===== config.mk =====
export PLATFORM = sky130hd
export DESIGN_NAME = neo_rx
export DESIGN_NICKNAME = d
export VERILOG_FILES = /design/src/rtl/neo_rx_pkg.sv /design/src/rtl/neo_pulse_meas.sv /design/src/rtl/neo_rx.sv
export SDC_FILE = /design/constraint.sdc
export NUM_CORES = 1
export LEC_CHECK = 0
export ABC_AREA = 1
export CAP_MARGIN = 20
export CORE_MARGIN = 5
export CORE_UTILIZATION = 55
export CTS_BUF_LIST = sky130_fd_sc_hd__clkbuf_8
export DETAILED_ROUTE_END_ITERATION = 6
export MAX_ROUTING_LAYER = met4
export PLACE_DENSITY = 0.76
export SKIP_LAST_GASP = 1
export SYNTH_ARGS = -nofsm -noshare
export SYNTH_HDL_FRONTEND = slang
export SYNTH_SLANG_ARGS = --single-unit

===== constraint.sdc =====
create_clock -name clk -period 4.4 [get_ports clk]
set_input_delay 0.66 -clock clk [delete_from_list [all_inputs] [get_ports clk]]
set_output_delay 0.66 -clock clk [all_outputs]
set_load 0.01 [all_outputs]

===== src/rtl/neo_rx_pkg.sv =====
// -----------------------------------------------------------------------------
// neo_rx_pkg
// Shared definitions for the single-wire pixel link (receive and transmit side).
// Holds the receiver state enum and the default pulse timing constants, all
// expressed in clk cycles at 100 MHz.
// -----------------------------------------------------------------------------
package neo_rx_pkg;

    // Receiver decode states
    typedef enum logic [1:0] {
        ST_SYNC = 2'd0,
        ST_IDLE = 2'd1,
        ST_HIGH = 2'd2,
        ST_LOW  = 2'd3
    } neo_state_e;

    // High-pulse length (cycles) at or above which a bit reads as 1
    localparam int NEO_T_BIT_THRESH = 45;
    // High-pulse length (cycles) above which the pulse is a framing error
    localparam int NEO_T_MAX_HIGH   = 100;
    // Continuous low length (cycles) that terminates a frame (80 us)
    localparam int NEO_T_RESET      = 8000;
    // Maximum number of 32-bit words accepted per frame
    localparam int NEO_PIX_MAX      = 30;

endpackage


===== src/rtl/neo_pulse_meas.sv =====
// -----------------------------------------------------------------------------
// neo_pulse_meas
// Front end of the pixel receiver: brings the asynchronous line into the clk
// domain, flags its edges and measures the length of the current high and low
// run with counters that saturate instead of wrapping.
//
// Ports
//   clk_i       : clock, rising edge
//   rst_ni      : asynchronous active-low reset
//   din_i       : raw asynchronous line
//   ds_o        : synchronized line (two flops behind din_i)
//   rise_o      : ds_o went 0->1 this cycle
//   fall_o      : ds_o went 1->0 this cycle
//   high_cnt_o  : number of consecutive high cycles before this one
//   low_cnt_o   : number of consecutive low cycles before this one
// -----------------------------------------------------------------------------
module neo_pulse_meas
    import neo_rx_pkg::*;
#(
    parameter int T_RESET = NEO_T_RESET,
    parameter int CNT_W   = $clog2(T_RESET + 1)
) (
    input  logic             clk_i,
    input  logic             rst_ni,
    input  logic             din_i,
    output logic             ds_o,
    output logic             rise_o,
    output logic             fall_o,
    output logic [CNT_W-1:0] high_cnt_o,
    output logic [CNT_W-1:0] low_cnt_o
);

    localparam logic [CNT_W-1:0] CNT_MAX = CNT_W'(T_RESET);

    logic [1:0]       sync_q;
    logic             dsPrev_q;
    logic [CNT_W-1:0] highCnt_q, highCnt_d;
    logic [CNT_W-1:0] lowCnt_q, lowCnt_d;
    logic             ds;

    assign ds = sync_q[1];

    // Each run counter restarts whenever the line leaves its level, so in the
    // cycle an edge is seen the opposite counter still holds the full length
    // of the run that just ended.
    always_comb begin
        highCnt_d = '0;
        lowCnt_d  = '0;
        if (ds) begin
            highCnt_d = (highCnt_q == CNT_MAX) ? CNT_MAX : highCnt_q + CNT_W'(1);
        end else begin
            lowCnt_d  = (lowCnt_q == CNT_MAX) ? CNT_MAX : lowCnt_q + CNT_W'(1);
        end
    end

    // Two-flop synchronizer, previous-sample flop for edge detection and the
    // run counters all live here so the decoder only sees clean timing.
    always_ff @(posedge clk_i or negedge rst_ni) begin
        if (!rst_ni) begin
            sync_q    <= '0;
            dsPrev_q  <= 1'b0;
            highCnt_q <= '0;
            lowCnt_q  <= '0;
        end else begin
            sync_q    <= {sync_q[0], din_i};
            dsPrev_q  <= ds;
            highCnt_q <= highCnt_d;
            lowCnt_q  <= lowCnt_d;
        end
    end

    assign ds_o       = ds;
    assign rise_o     = ds & ~dsPrev_q;
    assign fall_o     = ~ds & dsPrev_q;
    assign high_cnt_o = highCnt_q;
    assign low_cnt_o  = lowCnt_q;

endmodule


===== src/rtl/neo_rx.sv =====
// -----------------------------------------------------------------------------
// neo_rx
// Single-wire pixel stream receiver. Decodes pulse-width coded bits MSB-first
// into 32-bit words, frames them with a long low gap, and forwards the rest of
// the stream to the next pixel once its own first word has been taken.
//
// Ports
//   clk        : clock, rising edge
//   rst_n      : asynchronous active-low reset
//   din        : asynchronous pixel stream in
//   word_out   : last decoded word, first received bit at bit 31
//   word_valid : one-cycle pulse, word_out is new
//   word_index : position of word_out within the frame, from 0
//   frame_done : one-cycle pulse at a clean frame end
//   err        : one-cycle pulse on a framing error
//   dout       : forwarded stream for the downstream pixel
// -----------------------------------------------------------------------------
module neo_rx
    import neo_rx_pkg::*;
#(
    parameter int T_BIT_THRESH = NEO_T_BIT_THRESH,
    parameter int T_MAX_HIGH   = NEO_T_MAX_HIGH,
    parameter int T_RESET      = NEO_T_RESET,
    parameter int PIX_MAX      = NEO_PIX_MAX
) (
    input  logic        clk,
    input  logic        rst_n,
    input  logic        din,
    output logic [31:0] word_out,
    output logic        word_valid,
    output logic [4:0]  word_index,
    output logic        frame_done,
    output logic        err,
    output logic        dout
);

    localparam int CNT_W  = $clog2(T_RESET + 1);
    localparam int WCNT_W = $clog2(PIX_MAX + 1);

    logic             ds, rise, fall;
    logic [CNT_W-1:0] highCnt, lowCnt;

    neo_pulse_meas #(
        .T_RESET (T_RESET),
        .CNT_W   (CNT_W)
    ) u_meas (
        .clk_i      (clk),
        .rst_ni     (rst_n),
        .din_i      (din),
        .ds_o       (ds),
        .rise_o     (rise),
        .fall_o     (fall),
        .high_cnt_o (highCnt),
        .low_cnt_o  (lowCnt)
    );

    neo_state_e        state_q, state_d;
    logic [30:0]       shift_q;
    logic [4:0]        bitCnt_q;
    logic [WCNT_W-1:0] wordCnt_q;
    logic              ovf_q;
    logic              fwd_q;
    logic [31:0]       wordOut_q;
    logic              wordValid_q;
    logic [4:0]        wordIndex_q;
    logic              frameDone_q;
    logic              err_q;

    logic        lowDone, tooLong, newBit;
    logic        bitStrobe, pulseErr, frameEnd;
    logic        wordDone, wordAccepted, overflowHit;
    logic [31:0] shiftNext;

    // lowDone marks the cycle in which the line has been low for the full
    // reset length, counting the current cycle.
    assign lowDone = ~ds && (lowCnt >= CNT_W'(T_RESET - 1));
    assign tooLong = highCnt > CNT_W'(T_MAX_HIGH);
    assign newBit  = highCnt >= CNT_W'(T_BIT_THRESH);

    // State register
    always_ff @(posedge clk or negedge rst_n) begin
        if (!rst_n) begin
            state_q <= ST_SYNC;
        end else begin
            state_q <= state_d;
        end
    end

    // Next-state logic. An over-long pulse is caught even in the cycle it
    // ends, so it takes priority over the falling edge.
    always_comb begin
        state_d = state_q;
        case (state_q)
            ST_SYNC: if (lowDone) state_d = ST_IDLE;
            ST_IDLE: if (rise) state_d = ST_HIGH;
            ST_HIGH: begin
                if (tooLong) begin
                    state_d = ST_SYNC;
                end else if (fall) begin
                    state_d = ST_LOW;
                end
            end
            ST_LOW: begin
                if (rise) begin
                    state_d = ST_HIGH;
                end else if (lowDone) begin
                    state_d = ST_IDLE;
                end
            end
            default: state_d = ST_SYNC;
        endcase
    end

    // Control strobes decoded from the state and the measured line timing
    always_comb begin
        bitStrobe = 1'b0;
        pulseErr  = 1'b0;
        frameEnd  = 1'b0;
        case (state_q)
            ST_HIGH: begin
                pulseErr  = tooLong;
                bitStrobe = ~tooLong & fall;
            end
            ST_LOW:  frameEnd = lowDone;
            default: ;
        endcase
    end

    assign shiftNext    = {shift_q, newBit};
    assign wordDone     = bitStrobe && (bitCnt_q == 5'd31);
    assign wordAccepted = wordDone && (wordCnt_q < WCNT_W'(PIX_MAX));
    assign overflowHit  = wordDone && !wordAccepted && !ovf_q;

    // Shifter, word/frame bookkeeping and forwarding enable. Words beyond the
    // frame limit are still shifted so a following partial word is detected,
    // but only the first excess word raises err. Forwarding starts when word 0
    // completes, which is always on a falling edge so the line is already low.
    always_ff @(posedge clk or negedge rst_n) begin
        if (!rst_n) begin
            shift_q     <= '0;
            bitCnt_q    <= '0;
            wordCnt_q   <= '0;
            ovf_q       <= 1'b0;
            fwd_q       <= 1'b0;
            wordOut_q   <= '0;
            wordValid_q <= 1'b0;
            wordIndex_q <= '0;
            frameDone_q <= 1'b0;
            err_q       <= 1'b0;
        end else begin
            wordValid_q <= 1'b0;
            frameDone_q <= 1'b0;
            err_q       <= 1'b0;
            if (bitStrobe) begin
                shift_q  <= shiftNext[30:0];
                bitCnt_q <= bitCnt_q + 5'd1;
            end
            if (wordAccepted) begin
                wordOut_q   <= shiftNext;
                wordValid_q <= 1'b1;
                wordIndex_q <= 5'(wordCnt_q);
                wordCnt_q   <= wordCnt_q + WCNT_W'(1);
                if (wordCnt_q == '0) begin
                    fwd_q <= 1'b1;
                end
            end
            if (overflowHit) begin
                err_q       <= 1'b1;
                ovf_q       <= 1'b1;
                fwd_q       <= 1'b0;
                wordIndex_q <= '0;
            end
            if (frameEnd || pulseErr) begin
                if (frameEnd && bitCnt_q == '0) begin
                    frameDone_q <= 1'b1;
                end else begin
                    err_q <= 1'b1;
                end
                shift_q     <= '0;
                bitCnt_q    <= '0;
                wordCnt_q   <= '0;
                ovf_q       <= 1'b0;
                fwd_q       <= 1'b0;
                wordIndex_q <= '0;
            end
        end
    end

    assign word_out   = wordOut_q;
    assign word_valid = wordValid_q;
    assign word_index = wordIndex_q;
    assign frame_done = frameDone_q;
    assign err        = err_q;
    assign dout       = fwd_q & ds;

endmodule


Figure 1. Congestion heat map (run 1).
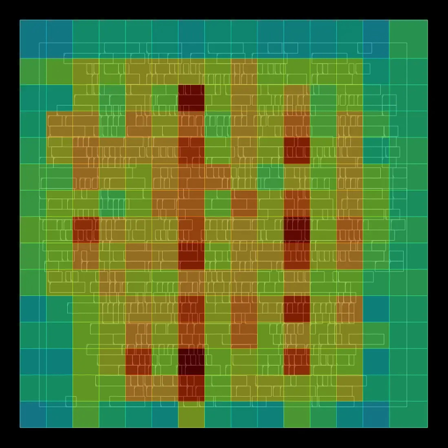
global-route track usage on met2: 29.3%
total track usage: 19.1%
gr busiest metal: met2
post-layout util: 64.8%
M3 GR Usage: 5.78%

Figure 2. Gate families picked out (run 1).
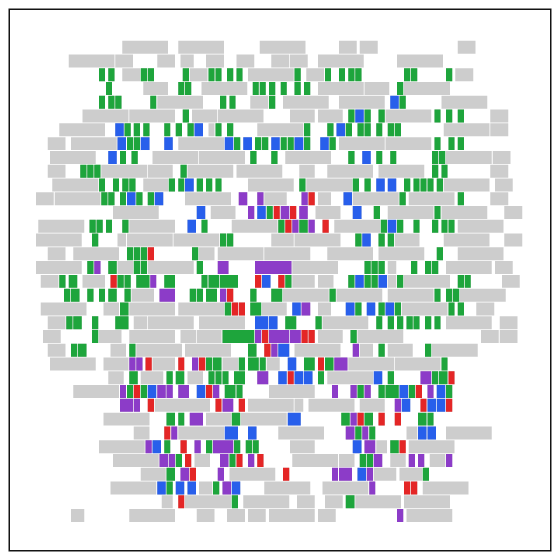
inv cells: shown in red, cells 44, most used inv_1. aoi and oai cells: shown in blue, cells 61, most used a21oi_1. nand cells: shown in green, cells 261, most used nand2_1. nor cells: shown in purple, cells 64, most used nor2_1.

Figure 3. Register map, names as in the netlist (run 1).
The bar under the picture is 20 um long. Other sequential cells in the stronger grey, the rest of the logic in the fainter grey.
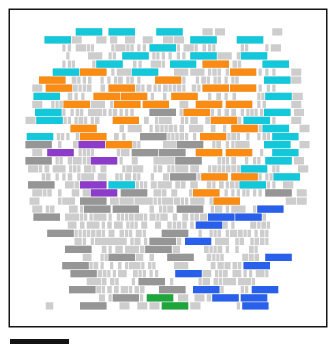
wordCnt_q: shown in purple, placed flops 5, where left middle. u_meas.low_cnt_o: shown in blue, placed flops 13, where bottom right. word_out: shown in cyan, placed flops 32. u_meas.sync_q: shown in green, placed flops 2. shift_q: shown in orange, placed flops 31.

==> reports/results.txt, run 1 <==
Placed instance count: 726
Flop2flop setup slack: 1450 ps
Mapped cell area: 0.00513 mm^2
Seq/Total Area, Yosys: 55.6%
Max-slew violations: 0
Post-synth area from yosys stat: 0.00513 mm^2
Area share, top type: 55.6%
Number of setup violations in the final report: 0
Synth area leaders: dfrtp_1 56%, nand2_1 16%, a21oi_1 4.7%
EDFF count, synth: 0
Registers, synthesis: 114
Layout filler cell count: 777
Final Cycle Share: 67.0%
Final Instance Area: 0.00593 mm^2
Init Core Util: 56.1%
Number of logged tool warnings: 31
Worst R2R End: word_index[3]
Most frequent cell after synthesis: nand2_1
Drt via density: 5.13
Via count: 3,891
Total negative slack: 0 ps
Sequential share of power: 52.9%
Unique masters post-synth: 34
CP arrival: 3270 ps
Crit path capture: word_index[3]
Placed Area: 0.00556 mm^2
Simple-gate share of the synthesized area: 27.4%
Clock root buffer: clkbuf_8
Maximum fanout along the worst path: 39
Clk buf depth: 2
N_diodes: 0
Post-CTS setup buffer count: 0
Met3 wire len: 368 um
Min Tclk post-route: 2950 ps
Gate Count Post-Synth: 591
Status: completed
Top cells by count, synth: 224 x nand2_1, 114 x dfrtp_1, 48 x a21oi_1, 41 x inv_1, 38 x nor2_1
Comb. cell area: 0.00195 mm^2
Cts bufs inserted: 17
Mux frac, synth: 0%
DRC Markers: 0
Critical path launch point: u_meas.high_cnt_o[0]
CORE AREA: 0.00915 mm^2
PortBufs: 43
Nonclk inv count: 44
CP Capture Type: flip-flop
Final Power: 2.01 mW
Post-CTS Hold Fix Bufs: 0
Flop Count: 114
Slowest CP cell: nand3_2
CP Launch Type: flip-flop
Final std cells w/o fill: 758
WS Path Type: flip-flop to flip-flop
Antenna viol nets, final: 0
Maximum VDD drop: 0.207 mV
Switching Fraction: 23.4%
Largest net degree at the start of global routing: 51
Xor/xnor share: 2.05%
Cell taking the most area after synthesis: dfrtp_1
Layout cell share with drive strength beyond 1: 8.04%
Grt total ovfl: 0
CP Data Required Time: 4720 ps
Least-Margin Pin Slew: 818 ps
Max transition margin: 45.3%
R2R depth: 12
Nets: 647
-- run 1: power groups by stage --
stage	registers, mW	clock network [mW]	logic, mW
final	1.06	0.903	0.0429
after CTS	1.06	0.923	0.0448
after global routing	1.06	0.969	0.0517
after detailed placement	1.08	0	0.0446
after floorplan	1.08	0	0.0194
after global placement	1.08	0	0.0437
-- run 1: through the flow --
step,util (%),worst slack (ps)
2_1_floorplan,-,2730
3_3_place_gp,60.7,1510
3_5_place_dp,60.7,1410
4_1_cts,64.8,1390
5_1_grt,64.8,1120
6_report,64.8,1450
-- run 1: registers in the layout, indices dropped and copies added, names as in the netlist, 2 cells and up --
register / flops
state_q: 2
u_meas.high_cnt_o: 13
u_meas.low_cnt_o: 13
u_meas.sync_q: 2
word_index: 5
wordCnt_q: 5
shift_q: 31
bitCnt_q: 5
word_out: 32
==> inputs of run 2 (changes only) <==
Clock period 4.4 ns to 2.75 ns, I/O delays scaled along.
Figure 4. The metal 4 layer (run 2).
The bar under the picture is 20 um long.
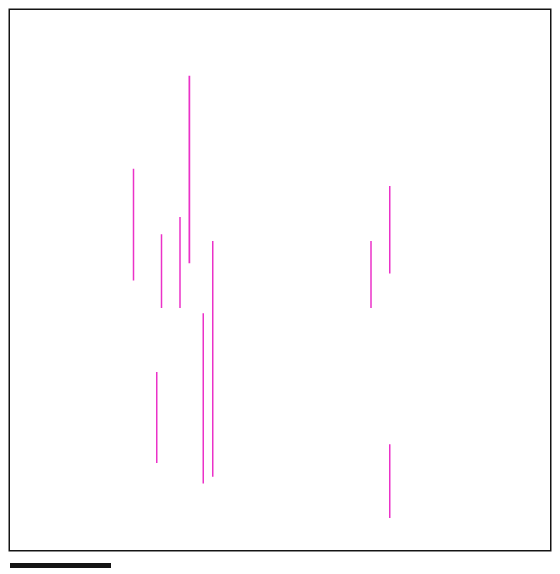
The layer holds 2.3% of the routed length. 9 nets have wire on it. The wires run mostly vertical. The longest straight run is 46.2 um. The layer carries 232 um of wire.

Figure 5. Register map, names as in the netlist (run 2).
The bar under the picture is 20 um long. Other sequential cells in the stronger grey, the rest of the logic in the fainter grey.
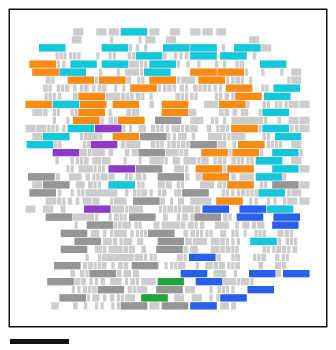
u_meas.sync_q: shown in green, placed flops 2. word_out: shown in cyan, placed flops 32. shift_q: shown in orange, placed flops 31. u_meas.low_cnt_o: shown in blue, placed flops 13, where bottom right. wordCnt_q: shown in purple, placed flops 5.
Another 31 sequential cells are not coloured.

==> reports/results.txt, run 2 <==
Post-CTS setup buffer count: 0
Crit-path most repeated cell: nand2_1
CORE AREA: 0.00915 mm^2
Leakage power: 2.89 nW
Seq/Total Area, Yosys: 55.6%
Cell taking the most area after synthesis: dfrtp_1
Post-synth area from yosys stat: 0.00513 mm^2
Final setup margin: 380 ps
Crit-path cells: inv_1 -> ha_1 -> inv_1 -> nand2_1 -> nand2_1 -> nand2_2 -> nand3_4 -> nor2_4 -> nand2_2 -> nor2_8 -> buf_4 -> nand2_1 -> nand2_1
WS Path Type: flip-flop to flip-flop
DRC Markers: 0
Final Cycle Share: 86.2%
Drt via density: 5.21
Max transition margin: 55.2%
Final std cells w/o fill: 764
Least-Margin Pin Slew: 672 ps
Final Power: 3.34 mW
Nonclk inv count: 44
Post-CTS Hold Fix Bufs: 0
CP Launch Type: flip-flop
Ys cells: 591
Number of logged tool warnings: 31
M3 GR Usage: 4.39%
CP arrival: 2730 ps
Number of setup violations in the final report: 0
Most frequent cell after synthesis: nand2_1
Mapped cell area: 0.00513 mm^2
Simple-gate share of the synthesized area: 27.4%
Total wire length: 10.1 mm
Syn Area/Cell: 8.69 um^2
Total track usage: 20.2%
# Taps: 111
Initial antenna violation count: 0
Cell Pwr Density: 555 mW/mm^2
N_diodes: 0
Largest net degree at the start of global routing: 54
Comb. cell area: 0.00195 mm^2
Flop share of the area: 47.4%
Final Instance Area: 0.00602 mm^2
Synth area leaders: dfrtp_1 56%, nand2_1 16%, a21oi_1 4.7%
Max_cap viols: 0
Clk buf depth: 2
Maximum VDD drop: 0.287 mV
Min Tclk post-route: 2370 ps
Nets: 653
Htree depth: 4
Flop Count: 114
EDFF count, synth: 0
Post-Place Worst Slack: 380 ps
Layout filler cell count: 738
Placed instance count: 732
Max-slew violations: 0
CP Data Required Time: 3110 ps
Clk_buf instances: 17
Placed Area: 0.00561 mm^2
Via count: 3,979
Cts bufs inserted: 17
I/O pin count: 44
Slowest CP cell: dfrtp_1
Mux frac, synth: 0%
Layout cell share with drive strength beyond 1: 8.88%
Hold Path Class: input pin to async pin
Yosys warns: 0
Top cells by count, synth: 224 x nand2_1, 114 x dfrtp_1, 48 x a21oi_1, 41 x inv_1, 38 x nor2_1
Max reg flops: 32
Max Clock Freq: 0.422 GHz
Met3 wire len: 387 um
Init Core Util: 56.1%
Post-synth top flop: dfrtp_1
Status: completed
Xor/xnor share: 2.05%
Setup Skew: 9.15 ps
Grt total ovfl: 0
Gr busiest metal: met2
Gate Count Post-Synth: 591
Antenna viol nets, final: 0
PortBufs: 43
Area share, top type: 55.6%
First-pass iteration count of the detailed router: 5
CP Capture Type: flip-flop
Unique masters post-synth: 34
Registers, synthesis: 114
Global-route track usage on met2: 31.0%
Maximum fanout along the worst path: 29
Total negative slack: 0 ps
Clock root buffer: clkbuf_8
Buffering overhead: 8.44%
Post-layout util: 65.7%
Final RePlAce weighted congestion: 0.852
Core Rows: 35
[run 2: power breakdown]
| part | leakage, nW | internal (mW) | total [mW] | switching (mW) |
|---|---|---|---|---|
| Sequential | 1.58 | 1.69 | 1.70 | 0.0105 |
| Combinational | 1.10 | 0.0204 | 0.0767 | 0.0563 |
| Clock | 0.203 | 0.888 | 1.57 | 0.678 |
[run 2: final timing paths]
path	start	to	slack (ps)	depth (start not counted)
hold reg to reg	u_meas.sync_q[0]	u_meas.sync_q[1]	360	0
setup reg to reg	u_meas.high_cnt_o[1]	word_out[1]	380	13
hold / removal	rst_n	u_meas.high_cnt_o[10]	20	1
max in group asynchronous	rst_n	bitCnt_q[4]	1990	2
min in group clk	u_meas.sync_q[0]	u_meas.sync_q[1]	360	0
setup / recovery	u_meas.high_cnt_o[1]	word_out[1]	380	13
No activity file was given, so power comes from the tool's default toggle rates.
